## src/rtl/pp_seq.sv

```systemverilog
// Program sequencer for the pP processor: owns the PC, the JSB/RET return stack
// and interrupt enable/entry. Next PC is combinational; all state commits on the rising edge.
module pp_seq #(
  parameter int          DEPTH    = 8,
  parameter logic [11:0] VECTOR   = 12'h004,
  parameter logic [11:0] RESET_PC = 12'h000,
  localparam int         AW       = $clog2(DEPTH),
  localparam int         SPW      = AW + 1
) (
  input  logic           clk,
  input  logic           rst,
  input  logic [3:0]     kind,
  input  logic [7:0]     disp,
  input  logic [11:0]    addr,
  input  logic           br_taken,
  input  logic           stall,
  input  logic           irq,
  output logic [11:0]    pc,
  output logic           kill,
  output logic           int_ack,
  output logic           int_en,
  output logic           stk_err,
  output logic           ill,
  output logic [SPW-1:0] sp
);

  typedef enum logic [3:0] {
    K_RR    = 4'h0,
    K_RI    = 4'h1,
    K_SHIFT = 4'h2,
    K_MEMIO = 4'h3,
    K_BR    = 4'h4,
    K_JMP   = 4'h5,
    K_JSB   = 4'h6,
    K_RET   = 4'h7,
    K_RETI  = 4'h8,
    K_ENAI  = 4'h9,
    K_DISI  = 4'hA,
    K_ILL   = 4'hF
  } kind_e;

  logic [11:0]    pc_q, pc_d;
  logic [SPW-1:0] sp_q, sp_d;
  logic           int_en_q, int_en_d;
  logic           stk_err_q, stk_err_d;
  logic [11:0]    stk_q [DEPTH];

  logic           full, empty, take_int;
  logic           push, pop;
  logic [11:0]    push_val, pc_inc;
  logic [AW-1:0]  wr_idx, rd_idx;
  logic           kill_c, ack_c, ill_c;

  assign full     = (sp_q == SPW'(DEPTH));
  assign empty    = (sp_q == '0);
  assign take_int = irq && int_en_q && !full;
  assign pc_inc   = pc_q + 12'd1;
  assign wr_idx   = sp_q[AW-1:0];
  assign rd_idx   = wr_idx - AW'(1);

  always_comb begin
    pc_d      = pc_q;
    sp_d      = sp_q;
    int_en_d  = int_en_q;
    stk_err_d = stk_err_q;
    push      = 1'b0;
    pop       = 1'b0;
    push_val  = pc_q;
    kill_c    = 1'b0;
    ack_c     = 1'b0;
    ill_c     = 1'b0;
    if (!rst && !stall) begin
      if (take_int) begin
        // The current instruction is squashed and its own address becomes the return point.
        kill_c   = 1'b1;
        ack_c    = 1'b1;
        push     = 1'b1;
        push_val = pc_q;
        pc_d     = VECTOR;
        int_en_d = 1'b0;
      end else begin
        unique case (kind_e'(kind))
          K_BR:   pc_d = br_taken ? pc_q + {{4{disp[7]}}, disp} : pc_inc;
          K_JMP:  pc_d = addr;
          K_JSB: begin
            pc_d = addr;
            if (full) stk_err_d = 1'b1;
            else begin
              push     = 1'b1;
              push_val = pc_inc;
            end
          end
          K_RET, K_RETI: begin
            if (kind_e'(kind) == K_RETI) int_en_d = 1'b1;
            if (empty) begin
              pc_d      = pc_inc;
              stk_err_d = 1'b1;
            end else begin
              pop  = 1'b1;
              pc_d = stk_q[rd_idx];
            end
          end
          K_ENAI: begin
            int_en_d = 1'b1;
            pc_d     = pc_inc;
          end
          K_DISI: begin
            int_en_d = 1'b0;
            pc_d     = pc_inc;
          end
          K_ILL: begin
            ill_c = 1'b1;
            pc_d  = pc_inc;
          end
          default: pc_d = pc_inc;
        endcase
      end
      if (push) sp_d = sp_q + SPW'(1);
      if (pop)  sp_d = sp_q - SPW'(1);
    end
  end

  always_ff @(posedge clk) begin
    if (rst) begin
      pc_q      <= RESET_PC;
      sp_q      <= '0;
      int_en_q  <= 1'b0;
      stk_err_q <= 1'b0;
    end else begin
      pc_q      <= pc_d;
      sp_q      <= sp_d;
      int_en_q  <= int_en_d;
      stk_err_q <= stk_err_d;
      if (push) stk_q[wr_idx] <= push_val;
    end
  end

  assign pc      = pc_q;
  assign sp      = sp_q;
  assign int_en  = int_en_q;
  assign stk_err = stk_err_q;
  assign kill    = kill_c;
  assign int_ack = ack_c;
  assign ill     = ill_c;

endmodule

```

## config.mk

```make
export PLATFORM = sky130hd
export DESIGN_NAME = pp_seq
export DESIGN_NICKNAME = d
export VERILOG_FILES = /design/src/rtl/pp_seq.sv
export SDC_FILE = /design/constraint.sdc
export NUM_CORES = 1
export LEC_CHECK = 0
export ABC_AREA = 1
export CAP_MARGIN = 20
export CORE_ASPECT_RATIO = 0.6
export CORE_MARGIN = 3
export CORE_UTILIZATION = 55
export CTS_BUF_LIST = sky130_fd_sc_hd__clkbuf_4
export DETAILED_ROUTE_END_ITERATION = 12
export PLACE_DENSITY = 0.85
export RECOVER_POWER = 25
export SYNTH_ARGS = -nofsm -noshare
export SYNTH_HDL_FRONTEND = slang
export SYNTH_SLANG_ARGS = --single-unit
```

## constraint.sdc

```tcl
create_clock -name clk -period 8.78 [get_ports clk]
set_input_delay 2.195 -clock clk [delete_from_list [all_inputs] [get_ports clk]]
set_output_delay 2.195 -clock clk [all_outputs]
set_load 0.01 [all_outputs]
```

==> results.toml <==
# flow metrics
[worst_setup_path]
criticalPathCategory = "primary input to output pin"
r2r_cells = 16
crit_fanout = 15
end_kind = "output pin"

[floorplan]
die_w_microns = 143
die-area_sq_um = 12600
die_y_microns = 88.2
core_sq_um = 10800
ios = 50

[clock_network]
cts_made_buffers = 17
cts_resized = 0
cts_setup_buffers = 0
cts_hold_buf = 0

[synth]
ys_chip_area_sq_um = 6200
topCombFamilyByArea = "simple AND/OR/NAND/NOR gates"
ys_seq_share_pct = 52.3
avgSynthCellArea_sq_um = 8.46
syn_inst = 733
yosysWarnings = 0
floorplan.nets = 779
syn_area_sq_um = 6200

[place]
place.gp.congestion = 0.984
placed_cell_area_sq_um = 6850

[global_route]
grt_antenna_before_repair = 0
grt_max_degree = 54
gr-usage-met1_pct = 44.5
grt_pass1_vias = 5064

[drt]
dr.pass1.iters = 6
drt_iter0_markers = 733
wl_per_cell_microns = 18.9
ant_nets = 0

[timing]
rsz0062_at_grt = "no"
finalHoldViolCount = 0
setup_viol = 0
fin_crit_sh_pct = 75.3

[finish]
drive_gt1_share_pct = 6.98

[outcome]
status = "completed"

[power]
cellPowerDensity_nw_per_um2 = 159

[job]
warnings = 26

[hold_path]
hp-class = "register to register"
==> placed cells by master, fill, tap and decap left out, types with 3 or more instances in the layout <==
cell type	Yosys	final
clkbuf_4	0	18
edfxtp_1	96	96
bufinv_16	0	4
xor2_1	10	10
nor4_1	3	3
o21ai_0	32	32
a21oi_1	34	34
dlygate4sd3_1	0	15
inv_2	5	5
o221ai_1	6	6
nor2_2	7	7
buf_4	2	5
nand3_2	3	3
dfxtp_1	18	18
clkbuf_1	7	5
clkinv_2	0	3
inv_1	65	65
clkinv_1	0	5
o211ai_1	3	3
nor2_1	53	53
nand2_1	231	231
nand4_1	10	10
ha_1	15	15
nand3_1	94	94
clkdlybuf4s50_1	0	34
==> power breakdown <==
part / internal [uW] / leakage, uW / switching (uW)
Combinational: 44.1 / 0.00172 / 81.7
Sequential: 587 / 0.00101 / 7.04
Clock: 223 / 0.000159 / 189
Total: 854 / 0.00289 / 277
==> worst paths after layout <==
check	start	to
hold reg to reg	stk_err	stk_err
hold / removal	stk_err	stk_err
setup / recovery	rst	int_ack
setup reg to reg	sp[0]	sp[3]
==> cells in the mapped netlist, drive strengths merged <==
| master | n | area, sq um |
|---|---|---|
| xor2 | 10 | 87.6 |
| o41ai | 1 | 8.76 |
| nor3 | 2 | 10.0 |
| o22ai | 2 | 12.5 |
| or2 | 3 | 18.8 |
| fa | 2 | 40.0 |
| a21boi | 1 | 7.51 |
| a31oi | 1 | 6.26 |
| inv | 70 | 263 |
| o211ai | 3 | 22.5 |
| a221oi | 1 | 8.76 |
| dfxtp | 18 | 360 |
| o21ai | 34 | 170 |
| nand3 | 97 | 500 |
| a21oi | 34 | 170 |
| and2 | 1 | 6.26 |
| nand4 | 10 | 62.6 |
| o221ai | 6 | 52.6 |
| clkbuf | 7 | 26.3 |
| buf | 17 | 96.3 |
| nor2 | 62 | 265 |
| xnor2 | 1 | 8.76 |
| nand2 | 234 | 891 |
| a22oi | 1 | 7.51 |
| a211oi | 1 | 7.51 |
| ha | 15 | 188 |
| edfxtp | 96 | 2880 |
| nor4 | 3 | 18.8 |
==> worst max-delay path: stages <==
cell and delay, ps:
dlygate4sd3_1 760, nor2_1 330, inv_1 300, nor2_1 260, clkdlybuf4s50_1 570
==> state kept, by name, summed over array words and instances (netlist names) <==
signal   count
stk_q       96
pc          12
sp           4
int_en       1
stk_err      1
==> kinds of logic after synthesis <==
logic type | Yosys count
buf+inv | 94
fa+ha+maj | 17
compound gates | 85
simple gates | 412
xor+xnor | 11
flops | 114
==> routing by layer <==
layer	up-vias	part of all wire, %
met5	-	0
met4	0	1.1
met3	24	14
met2	360	40
met1	2543	46
li1	2595	-
==> cell type report <==
class / instances / area (sq um)
fill: 853 / 3650
sequential: 114 / 3240
multi-input combinational: 525 / 2580
timing repair buffer: 61 / 569
inverter: 70 / 263
tap: 139 / 174
clock inverter: 14 / 169
clock buffer: 18 / 135
==> metrics by stage <==
stage / total power [uW] / util [%] / hold WS, ps
floorplan: 678 / - / 483
global placement: 725 / 63.3 / 463
detailed placement: 728 / 63.6 / 473
CTS: 1130 / 66.4 / 495
global route: 1180 / 66.2 / 522
finish: 1130 / 66.2 / 493
layer_met3.png
Scale bar: 50 microns.
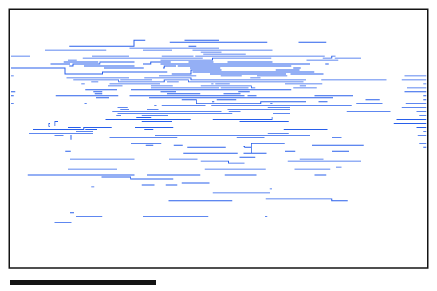
wire length on this layer = 2410 microns
longest straight run = 62.8 microns
share of all routed wire = 14%
nets with wire on the layer = 123
final wirelength: 17.8 mm
DR vias: 5522
met3 Usage GRT: 12.4%

placement.png
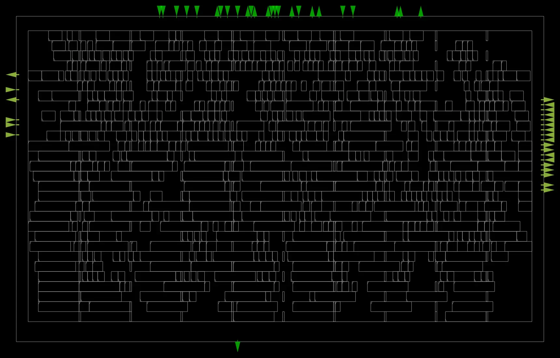
registers: 114
# rows: 29
n_taps: 139
Post-Layout Cell Count: 941

detail.png
Region (52, 6) to (92, 46) microns. Cells in gray, sequential cells in the stronger gray; small squares are vias.
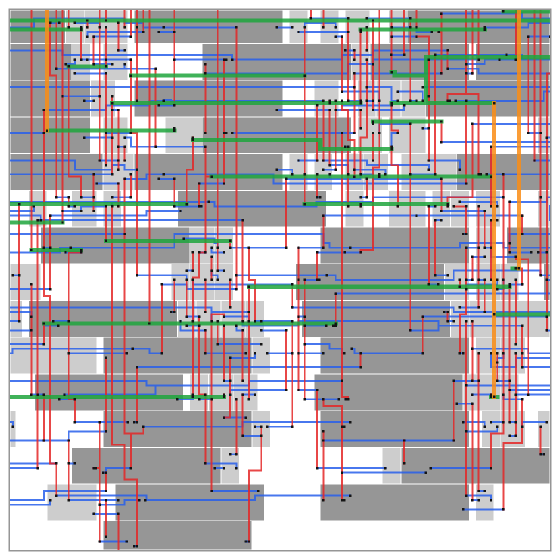
orange -> metal 4
red -> metal 2
blue -> metal 1
green -> metal 3
cells with their middle in the window = 97
netlist names of flops here include = stk_q (28), pc (1)
sequential cells in the window = 29
most frequent = edfxtp_1 (28), nand2_1 (27), nand3_1 (18)

clk_routes.png
Scale bar: 50 microns.
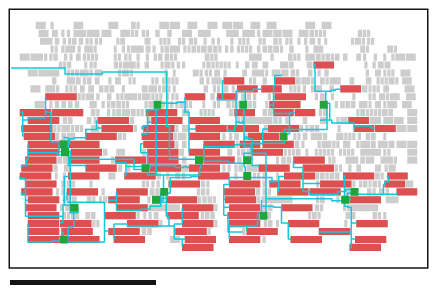
cyan -> clock wires  # length 1230 microns
green -> clock drivers  # count 17
red -> flip-flops  # count 114
routed clock nets = 18
Clock power frac: 36.4%
Fin Clk Skew: 10.7 ps
Clk power: 411 uW
clk_lat worst skew: 510 ps

Power figures rest on the tool's default switching activity, not on a simulated workload.
